`src/rtl/rpn_pkg.sv`:
```
// rpn_pkg: opcodes, FSM states and opcode check shared by the RPN evaluator
package rpn_pkg;
    localparam logic [2:0] OP_ADD = 3'd0;
    localparam logic [2:0] OP_SUB = 3'd1;
    localparam logic [2:0] OP_MUL = 3'd2;
    localparam logic [2:0] OP_AND = 3'd3;
    localparam logic [2:0] OP_OR  = 3'd4;
    localparam logic [2:0] OP_XOR = 3'd5;

    typedef enum logic [1:0] {IDLE, RD_B, RD_A, EXEC} state_e;

    function automatic logic op_legal(input logic [2:0] op);
        return op <= OP_XOR;
    endfunction
endpackage

```
`src/rtl/rpn_alu.sv`:
```
// rpn_alu: combinational operator unit, result truncated to W bits
module rpn_alu import rpn_pkg::*; #(
    parameter int W = 8
) (
    input  logic [W-1:0] a_i,
    input  logic [W-1:0] b_i,
    input  logic [2:0]   op_i,
    output logic [W-1:0] r_o
);
    // illegal opcodes never reach here; they fall through to XOR
    always_comb
        r_o = op_i == OP_ADD ? a_i + b_i :
              op_i == OP_SUB ? a_i - b_i :
              op_i == OP_MUL ? a_i * b_i :
              op_i == OP_AND ? a_i & b_i :
              op_i == OP_OR  ? a_i | b_i : a_i ^ b_i;
endmodule

```
`src/rtl/rpn_stack_eval.sv`:
```
// rpn_stack_eval: push/operator sequencer over an external registered-read stack RAM
module rpn_stack_eval import rpn_pkg::*; #(
    parameter int W  = 8,
    parameter int AW = 8
) (
    input  logic          clk,
    input  logic          resetn,
    input  logic          push_valid,
    input  logic [W-1:0]  push_data,
    input  logic          op_valid,
    input  logic [2:0]    op_code,
    input  logic          err_clr,
    output logic          ready,
    output logic          done,
    output logic [AW-1:0] ram_addr,
    output logic          ram_wren,
    output logic [W-1:0]  ram_wdata,
    input  logic [W-1:0]  ram_rdata,
    output logic [W-1:0]  tos,
    output logic [AW:0]   depth,
    output logic          err_underflow,
    output logic          err_overflow,
    output logic          err_opcode
);
    localparam logic [AW:0] DEPTH = {1'b1, {AW{1'b0}}};
    localparam logic [AW:0] ONE   = (AW+1)'(1);
    localparam logic [AW:0] TWO   = (AW+1)'(2);

    state_e        state_q, state_d;
    logic [AW:0]   sp_q, sp_d;
    logic [W-1:0]  tos_q, tos_d, a_q, a_d, b_q, b_d, alu_r;
    logic [2:0]    op_q, op_d;
    logic          eu_q, eu_d, eo_q, eo_d, ec_q, ec_d;

    rpn_alu #(.W(W)) u_alu (.a_i(a_q), .b_i(b_q), .op_i(op_q), .r_o(alu_r));

    assign tos           = tos_q;
    assign depth         = sp_q;
    assign err_underflow = eu_q;
    assign err_overflow  = eo_q;
    assign err_opcode    = ec_q;

    // command decode, operator sequencing and RAM port drive; new errors override err_clr
    always_comb begin
        state_d   = state_q;
        sp_d      = sp_q;
        tos_d     = tos_q;
        a_d       = a_q;
        b_d       = b_q;
        op_d      = op_q;
        eu_d      = eu_q & ~err_clr;
        eo_d      = eo_q & ~err_clr;
        ec_d      = ec_q & ~err_clr;
        ram_wren  = 1'b0;
        ram_addr  = '0;
        ram_wdata = '0;
        done      = 1'b0;
        ready     = state_q == IDLE;
        unique case (state_q)
            IDLE: begin
                if (push_valid) begin
                    if (sp_q == DEPTH) eo_d = 1'b1;
                    else begin
                        ram_wren  = 1'b1;
                        ram_addr  = AW'(sp_q);
                        ram_wdata = push_data;
                        sp_d      = sp_q + ONE;
                        tos_d     = push_data;
                    end
                end else if (op_valid) begin
                    if (!op_legal(op_code)) ec_d = 1'b1;
                    else if (sp_q < TWO) eu_d = 1'b1;
                    else begin
                        ram_addr = AW'(sp_q - ONE);
                        op_d     = op_code;
                        state_d  = RD_B;
                    end
                end
            end
            RD_B: begin
                b_d      = ram_rdata;
                ram_addr = AW'(sp_q - TWO);
                state_d  = RD_A;
            end
            RD_A: begin
                a_d      = ram_rdata;
                ram_addr = AW'(sp_q - TWO);
                state_d  = EXEC;
            end
            EXEC: begin
                ram_wren  = 1'b1;
                ram_addr  = AW'(sp_q - TWO);
                ram_wdata = alu_r;
                sp_d      = sp_q - ONE;
                tos_d     = alu_r;
                done      = 1'b1;
                state_d   = IDLE;
            end
        endcase
        if (!resetn) begin
            ram_wren  = 1'b0;
            ram_addr  = '0;
            ram_wdata = '0;
            done      = 1'b0;
        end
    end

    // state registers; reset aborts any operation in flight
    always_ff @(posedge clk) begin
        if (!resetn) begin
            state_q <= IDLE;
            sp_q    <= '0;
            tos_q   <= '0;
            a_q     <= '0;
            b_q     <= '0;
            op_q    <= OP_ADD;
            eu_q    <= 1'b0;
            eo_q    <= 1'b0;
            ec_q    <= 1'b0;
        end else begin
            state_q <= state_d;
            sp_q    <= sp_d;
            tos_q   <= tos_d;
            a_q     <= a_d;
            b_q     <= b_d;
            op_q    <= op_d;
            eu_q    <= eu_d;
            eo_q    <= eo_d;
            ec_q    <= ec_d;
        end
    end
endmodule

```
`config.mk`:
```
export PLATFORM = sky130hd
export DESIGN_NAME = rpn_stack_eval
export DESIGN_NICKNAME = d
export VERILOG_FILES = /design/src/rtl/rpn_pkg.sv /design/src/rtl/rpn_alu.sv /design/src/rtl/rpn_stack_eval.sv
export SDC_FILE = /design/constraint.sdc
export NUM_CORES = 1
export LEC_CHECK = 0
export CAP_MARGIN = 40
export CORE_MARGIN = 8
export CORE_UTILIZATION = 29
export CTS_BUF_LIST = sky130_fd_sc_hd__clkbuf_4 sky130_fd_sc_hd__clkbuf_8
export CTS_CLUSTER_SIZE = 16
export DETAILED_ROUTE_END_ITERATION = 7
export HOLD_SLACK_MARGIN = 0.08
export SLEW_MARGIN = 10
export SYNTH_ARGS = -nofsm -noshare
export SYNTH_HDL_FRONTEND = slang
export SYNTH_SLANG_ARGS = --single-unit
```
`constraint.sdc`:
```
create_clock -name clk -period 14.2 [get_ports clk]
set_clock_uncertainty 0.1 [all_clocks]
set_input_delay 3.55 -clock clk [delete_from_list [all_inputs] [get_ports clk]]
set_output_delay 3.55 -clock clk [all_outputs]
set_load 0.02 [all_outputs]
```
clock_nets.png
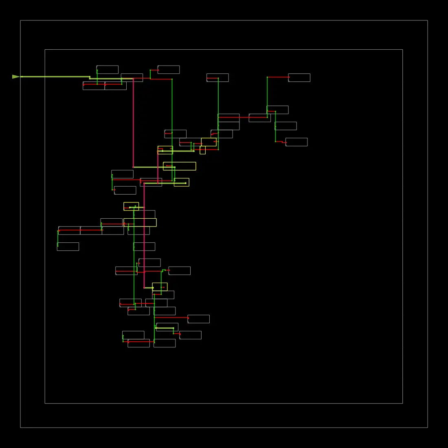
number of CTS-inserted buffers: 5
clk sink count: 41
count of flip-flops and latches: 41

layers.png
Bar = 50 um. Two of the layers only.
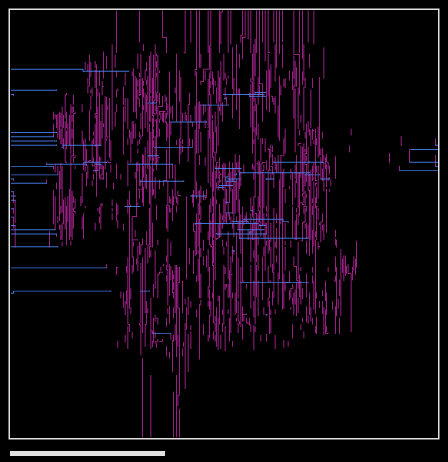
M2 -> magenta  # wire length 6150 um
M3 -> blue  # wire length 625 um
GRT Total Usage: 13.78%
count of vias placed by the detailed router: 4212
per-cell routed wire length: 16.06 um
total length of routed wires: 12840 um

ff_map.png
Bar = 50 um.
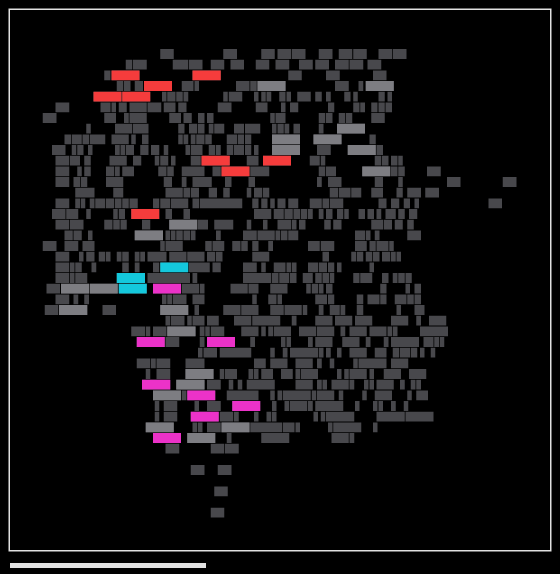
op_q -> cyan  # placed flops 3
depth -> red  # placed flops 9, where upper left
b_q -> magenta  # placed flops 8
not coloured = 21
total area of sequential cells: 820.8 um^2
power in sequential cells: 0.150 mW
utilization after layout: 35.71%

==> run summary <==
Observations from the implementation run.

Global routing:
- The run gives the number of antenna violations at the first check in global routing as 0.
- The run puts the number of global-route vias before repair at 4239.
- The run gives the wire length of the first global-routing pass as 21290 um.
- The run gives the met3 capacity usage during global routing as 2.553%.
- The run gives the maximum number of pins on one net before global-route repair as 40.

Die:
- The run puts the number of placement rows at 44.
- The run gives the core region area as 0.01448 mm^2.
- 63 I/O pins were placed.
- The run gives the chip width as 137.7 um.
- The chip occupies 0.01896 mm^2.

Yosys:
- The run puts the post-synthesis instance total at 575.
- The stat command in Yosys gives a chip area of 0.004295 mm^2.
- The run gives the dominant kind of combinational cell as AND-OR/OR-AND gates.
- The run puts the fraction of registers with async set/reset at 0%.
- The run gives the portion of netlist area occupied by mux cells as 5.127%.
- The run gives the summed instance area of the synthesized netlist as 0.004295 mm^2.
- The run puts the area fraction of the dominant cell type after synthesis at 19.11%.
- The largest total area in the synthesized netlist belongs to dfxtp_1.

Finish:
- Of all the cell area in the finished design, non-clock buffers hold 12.58%.
- The run gives the number of multi-input logic gates as 439.
- The run puts the fraction of final layout cells sized beyond drive strength 1 at 3.084%.
- The run puts the non-filler instance count after layout at 800.
- The final layout report lists a filler cell count of 1538.
- The run puts the total inserted antenna cells at 0.
- The run puts the post-synthesis to final-layout area growth at 20.36%.
- The run puts the number of flip-flops in the largest register at 9.
- The run gives the area of combinational cells with multiple inputs as 0.003098 mm^2.

Detailed routing:
- The run puts the first-iteration detailed-routing DRC count at 326.
- Routed signal wires occupy layers up through met4.
- The run puts the average vias per placed instance at 5.265.
- The run gives the met3 wirelength from detailed routing as 625 um.
- The DRC violation total left in the routed layout is recorded as 0.

STA:
- The worst-case max-slew headroom was logged as 43.85%.
- Endpoints failing hold in the final report were tallied at 0.
- The run puts the worst-case setup margin in the final layout at 4.530 ns.
- The worst path uses 68.10% of the clock period.
- The run puts the total negative slack at 0 ns.
- The final timing report derives a shortest allowable period of 9.670 ns.

Critical path:
- The run gives the cell family with the largest share of critical-path delay as buffers and inverters.
- Walking the worst path, the cells encountered are clkdlybuf4s50_1 -> nor2b_1 -> and2_1 -> nand2_1 -> o21ai_0 -> a21oi_1 -> a211oi_1 -> clkdlybuf4s50_1.
- The critical path starts at push_valid.
- In this run the critical register-to-register path is captured at tos[7].
- The largest single stage delay on the critical path is 0.65 ns.
- The OpenROAD report gives the critical path a data arrival time of 6.02 ns.
- The run gives the worst endpoint required time as 10.55 ns.
- The run puts the worst reg-to-reg setup slack at 9.48 ns.
- The run puts the cell count along the critical path at 8.
- STA classifies the critical path startpoint as an input port.
- The critical path is of the in -> out type.
- The run gives the sort of element at the end of the critical path as an output pin.
- In this design, the critical path's most frequently occurring cell is clkdlybuf4s50_1.

Run status:
- The run finished with clean final reports.

Job:
- The run puts the count of tool warnings at 48.

Power and ir drop:
- The run puts the reported combinational group power at 0.254 mW.
- The power report lists cell-internal power as 0.2999 mW.
- The largest part of the power goes to combinational cells.
- In this run, flip-flops and latches consume 29.1% of the power.

Placed design:
- The placed instances occupy a cell area of 0.005021 mm^2.
- The run gives the tally of buffers added on design ports as 62.

Worst hold path:
- The run puts the instance count along the most critical hold path at 2.
- The path with the worst hold slack has its endpoint at tos[1].

Clock tree:
- For the worst-skew pair, the clock arrives at the later sink with an insertion delay of 0.30 ns.
- Hold repair after CTS inserted 0 buffers.
Power is estimated from default activity; no workload was simulated.
